**src/rtl/var_table_arbiter_pkg.sv**
```systemverilog
// Shared definitions for the var_table arbiter: access direction codes,
// FSM state encodings, default geometry and the round-robin pick function.
// Optional feature macro: VAR_TABLE_RMW_EN (adds the MODIFY state).
package var_table_arbiter_pkg;

  localparam int DEF_AW = 3;
  localparam int DEF_VN = 8;

  localparam logic VT_READ  = 1'b1;
  localparam logic VT_WRITE = 1'b0;

  typedef enum logic [2:0] {
    ST_IDLE   = 3'd0,
    ST_ACCESS = 3'd1,
    ST_WAIT   = 3'd2,
    ST_DONE   = 3'd3
`ifdef VAR_TABLE_RMW_EN
    ,
    ST_MODIFY = 3'd4
`endif
  } vt_state_e;

  // Two-way round-robin pick: a lone request always wins, on contention the
  // requester that was not served last wins (last=1 means requester 1).
  function automatic logic [1:0] rr_pick(input logic [1:0] req, input logic last);
    logic [1:0] gnt;
    if (req == 2'b11) begin
      gnt = last ? 2'b01 : 2'b10;
    end else begin
      gnt = req;
    end
    return gnt;
  endfunction

endpackage

```
**src/rtl/var_table_arbiter_rr_arb2.sv**
```systemverilog
// Two-way round-robin arbiter: combinational grant plus a registered
// last-grant bit that only moves when a grant is actually taken.
module rr_arb2
  import var_table_arbiter_pkg::*;
(
  input  logic       clock,
  input  logic       reset,
  input  logic [1:0] req,
  input  logic       update,
  output logic [1:0] gnt
);

  // Reset to "requester 1 served last" so requester 0 wins the first tie.
  logic last_reg;

  // Grant decode from the current requests and the last-grant bit.
  always_comb begin
    gnt = rr_pick(req, last_reg);
  end

  // Remember who was granted so the next tie goes the other way.
  always_ff @(posedge clock) begin
    if (reset) begin
      last_reg <= 1'b1;
    end else if (update && (|gnt)) begin
      last_reg <= gnt[1];
    end
  end

endmodule

```
**src/rtl/var_table_arbiter.sv**
```systemverilog
// Shares one var_table port between the BCP unit (requester 0) and the
// decision/backtrack unit (requester 1). One transaction at a time:
// IDLE -> ACCESS -> [WAIT -> [MODIFY]] -> DONE -> IDLE.
// Optional feature macro: VAR_TABLE_RMW_EN (atomic read-OR-write via rmw0/rmw1).
module var_table_arbiter
  import var_table_arbiter_pkg::*;
#(
  parameter int AW        = DEF_AW,
  parameter int VN        = DEF_VN,
  parameter int VT_RD_LAT = 1
) (
  input  logic          clock,
  input  logic          reset,
  input  logic          req0,
  input  logic          we0,
  input  logic [AW-1:0] addr0,
  input  logic [VN-1:0] wdata0,
  output logic          ack0,
  input  logic          req1,
  input  logic          we1,
  input  logic [AW-1:0] addr1,
  input  logic [VN-1:0] wdata1,
  output logic          ack1,
`ifdef VAR_TABLE_RMW_EN
  input  logic          rmw0,
  input  logic          rmw1,
`endif
  output logic [VN-1:0] rdata,
  output logic          busy,
  output logic          vt_en,
  output logic          vt_r_w,
  output logic [AW-1:0] vt_address,
  output logic [VN-1:0] vt_din,
  input  logic [VN-1:0] vt_dout
);

  localparam int CW = (VT_RD_LAT > 1) ? $clog2(VT_RD_LAT) : 1;

  vt_state_e     state_reg, state_next;
  logic          winner_reg;
  logic          we_reg;
  logic          rmw_reg;
  logic [AW-1:0] addr_reg;
  logic [VN-1:0] wdata_reg;
  logic [VN-1:0] rdata_reg;
  logic [CW-1:0] cnt_reg;

  logic [1:0]    req_vec;
  logic [1:0]    arb_gnt;
  logic          arb_update;
  logic          rmw_sel;
  logic [1:0]    ack_vec;

  assign req_vec = {req1, req0};

`ifdef VAR_TABLE_RMW_EN
  assign rmw_sel = arb_gnt[1] ? rmw1 : rmw0;
`else
  assign rmw_sel = 1'b0;
`endif

  rr_arb2 u_arb (
    .clock  (clock),
    .reset  (reset),
    .req    (req_vec),
    .update (arb_update),
    .gnt    (arb_gnt)
  );

  // One-cycle completion pulse goes only to the latched winner.
  genvar gi;
  generate
    for (gi = 0; gi < 2; gi++) begin : g_ack
      assign ack_vec[gi] = (state_reg == ST_DONE) && (winner_reg == 1'(gi));
    end
  endgenerate

  assign ack0       = ack_vec[0];
  assign ack1       = ack_vec[1];
  assign rdata      = rdata_reg;
  assign busy       = (state_reg != ST_IDLE);
  assign vt_address = addr_reg;

`ifdef VAR_TABLE_RMW_EN
  assign vt_din = (state_reg == ST_MODIFY) ? (rdata_reg | wdata_reg) : wdata_reg;
`else
  assign vt_din = wdata_reg;
`endif

  // State register; reset aborts any transaction in flight without an ack.
  always_ff @(posedge clock) begin
    if (reset) begin
      state_reg <= ST_IDLE;
    end else begin
      state_reg <= state_next;
    end
  end

  // Next-state decode and var_table strobes.
  always_comb begin
    state_next = state_reg;
    vt_en      = 1'b0;
    vt_r_w     = 1'b0;
    arb_update = 1'b0;
    case (state_reg)
      ST_IDLE: begin
        if (|req_vec) begin
          arb_update = 1'b1;
          state_next = ST_ACCESS;
        end
      end
      ST_ACCESS: begin
        vt_en  = 1'b1;
        vt_r_w = (rmw_reg || !we_reg) ? VT_READ : VT_WRITE;
        state_next = (we_reg && !rmw_reg) ? ST_DONE : ST_WAIT;
      end
      ST_WAIT: begin
        if (cnt_reg == '0) begin
`ifdef VAR_TABLE_RMW_EN
          state_next = rmw_reg ? ST_MODIFY : ST_DONE;
`else
          state_next = ST_DONE;
`endif
        end
      end
`ifdef VAR_TABLE_RMW_EN
      ST_MODIFY: begin
        vt_en      = 1'b1;
        vt_r_w     = VT_WRITE;
        state_next = ST_DONE;
      end
`endif
      ST_DONE: begin
        state_next = ST_IDLE;
      end
      default: begin
        state_next = ST_IDLE;
      end
    endcase
  end

  // Command latch at grant, read-latency countdown, read-data capture.
  always_ff @(posedge clock) begin
    if (reset) begin
      winner_reg <= 1'b0;
      we_reg     <= 1'b0;
      rmw_reg    <= 1'b0;
      addr_reg   <= '0;
      wdata_reg  <= '0;
      rdata_reg  <= '0;
      cnt_reg    <= '0;
    end else begin
      if ((state_reg == ST_IDLE) && (|arb_gnt)) begin
        winner_reg <= arb_gnt[1];
        we_reg     <= arb_gnt[1] ? we1 : we0;
        rmw_reg    <= rmw_sel;
        addr_reg   <= arb_gnt[1] ? addr1 : addr0;
        wdata_reg  <= arb_gnt[1] ? wdata1 : wdata0;
      end
      if (state_reg == ST_ACCESS) begin
        cnt_reg <= CW'(VT_RD_LAT - 1);
      end
      if (state_reg == ST_WAIT) begin
        if (cnt_reg == '0) begin
          rdata_reg <= vt_dout;
        end else begin
          cnt_reg <= cnt_reg - 1'b1;
        end
      end
    end
  end

endmodule
```
**config.mk**
```make
export PLATFORM = sky130hd
export DESIGN_NAME = var_table_arbiter
export DESIGN_NICKNAME = d
export VERILOG_FILES = /design/src/rtl/var_table_arbiter_pkg.sv /design/src/rtl/var_table_arbiter_rr_arb2.sv /design/src/rtl/var_table_arbiter.sv
export SDC_FILE = /design/constraint.sdc
export NUM_CORES = 1
export LEC_CHECK = 0
export CAP_MARGIN = 20
export CORE_UTILIZATION = 39
export DETAILED_ROUTE_END_ITERATION = 16
export GPL_TIMING_DRIVEN = 1
export PLACE_DENSITY_LB_ADDON = 0.08
export SYNTH_ARGS = -nofsm -noshare
export SYNTH_HDL_FRONTEND = slang
export SYNTH_HIERARCHICAL = 1
export SYNTH_SLANG_ARGS = --single-unit
```
**constraint.sdc**
```tcl
create_clock -name clock -period 1.7 [get_ports clock]
set_input_delay 0.255 -clock clock [delete_from_list [all_inputs] [get_ports clock]]
set_output_delay 0.255 -clock clock [all_outputs]
set_load 0.02 [all_outputs]
```
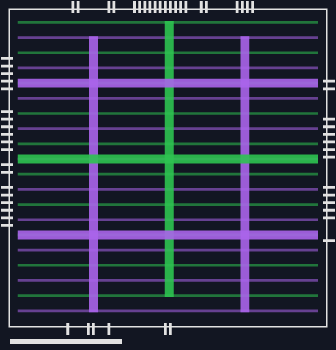
(images/power_grid.png)
Bar = 20 um. Pins as bars on the die edge.
Key: purple = VSS; green = VDD
20 met1 rails follow the rows. 60 signal pins sit on the boundary.
Max VDD drop: 0.0009171 V
die height: 56.62 um
total core area: 0.002781 sq mm
Die Wd: 56.62 um

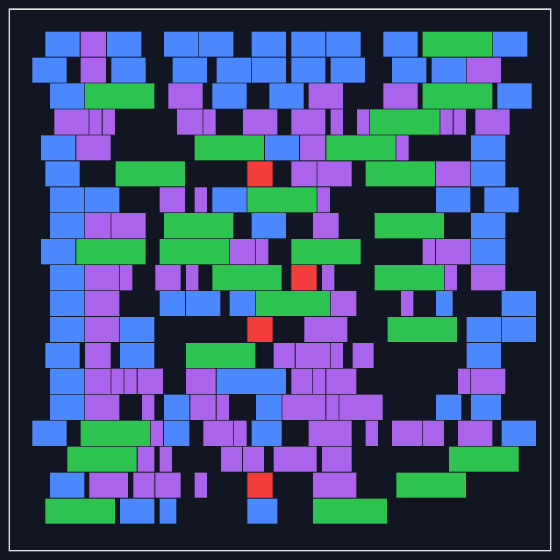
(images/placement_by_type.png)
Key: blue = remaining buffers and delay cells [cells 66]; purple = combinational and other logic [cells 87]; red = clock drivers and dummy loads [cells 4]; green = sequential cells [cells 25]

==> results_slide.txt <==
Implementation Results

Route
  • Top Metal Used: met3
  • Vias: 1,076
  • Met2 wire len: 1.372 mm
  • Antenna Nets Post-Route: 0
  • Pre-antenna DRT Iters: 3
  • Post-Route WL: 2.627 mm
  • M1 wire length: 1.076 mm
  • Met3 wire len: 178 um

Timing
  • Hold Fails Final Rpt: 0
  • Post-route minimum period: 1.606 ns
  • Final setup viols: 0
  • Fin crit share: 94.49%
  • Worst hold slack: 0.5060 ns
  • Final Skew: 0.005833 ns
  • Max-slew violations: 0
  • RSZ-0062 raised after global routing: false
  • Setup ws final: 0.09361 ns
  • Slew margin rel.: 73.47%

Pwr
  • Top Consumer: combinational cells
  • Sequential power share: 34.9%
  • Sw power: 0.001009 W
  • Clk pwr share: 10.6%
  • Comb. pwr: 0.00140 W
  • Combinational share of power: 54.5%
  • Sequential power: 0.000895 W
  • Power Clock: 0.000271 W
  • Pwr dens: 1396 mW/mm^2

Global route
  • First-pass GRT wire length: 4.429 mm
  • Met3 Use GR: 4.378%
  • Total track usage: 17.02%
  • Initial antenna violation count: 0
  • Routing usage on met2: 31.09%
  • Pin count of the biggest net entering global routing: 25

Critical path
  • R2r setup slk: 0.10 ns
  • CP top delay family: flip-flops
  • CP arrival: 1.35 ns
  • Worst Path Class, Setup: register to primary output
  • Cell chain of the critical path: ha_1 -> and2_1 -> dlygate4sd2_1
  • CP Max Fanout: 5
  • CP bufs+invs: 1
  • CP Capture Type: primary output
  • Worst setup SP type: register

Min path
  • Worst Hold End: vt_din[6]
  • Hold crit path type: register to register

Layout
  • Combinational share of cell area: 33.06%
  • Syn-to-layout area delta: 57.74%
  • Nets: 225
  • Register share of the cell area: 27.40%
  • Dominant logic cell type in the layout: clkdlybuf4s50_1
  • ClkCell Share: 1.636%
  • Filler Cell Count: 244
  • Reg area: 503.0 sq um
  • Share of layout cells above drive strength 1: 9.341%
  • Clock buffers: 3
  • Dominant kind of cell: buffers

Synthesis
  • Top cells by count: 25 x dfxtp_1, 23 x nor2_1, 21 x mux2i_1, 13 x a211oi_1, 6 x ha_1
  • Post-synth EDFFs: 0
  • YS warnings: 6
  • YS chip area: 0.001164 sq mm
  • Ao+oa area frac: 13.98%
  • Main logic family: multiplexers
  • Adder Share, Synth: 6.452%
  • Post-synth seq share: 43.01%
  • #FFs+latches synth: 25
  • Ys cells: 120
  • Syn_area_per_cell: 9.697 sq um
  • Top area cell types: dfxtp_1 43%, mux2i_1 18%, a211oi_1 8.4%, nor2_1 7.4%, ha_1 6.5%
  • Top-area cell share: 43.01%
  • Multiplexer share: 18.06%
  • Synth area leader: dfxtp_1
  • Cell Type Count: 23

Run status
  • Status: completed

Place
  • # port buffers: 59
  • Dpl cells: 209
  • DP HPWL: 2.120 mm
  • Place WS: -0.1298 ns

Clock tree
  • Hold-fix buffers, CTS: 0
  • CTS sink cnt: 25
  • Post_cts resized: 8
  • Setup bufs post-CTS: 0
  • H-tree levels: 1
  • Worst-path clk slew: 0.14 ns
  • Inserted Clock Buffers: 3
  • Root buf cell: clkbuf_4

Floorplan
  • Die Size: 0.003206 sq mm
  • Io pins: 60
  • Tap cell count: 31

Run
  • Tool warnings: 31
  • Max Cap Violations: 0
No activity file was given, so power comes from the tool's default toggle rates.
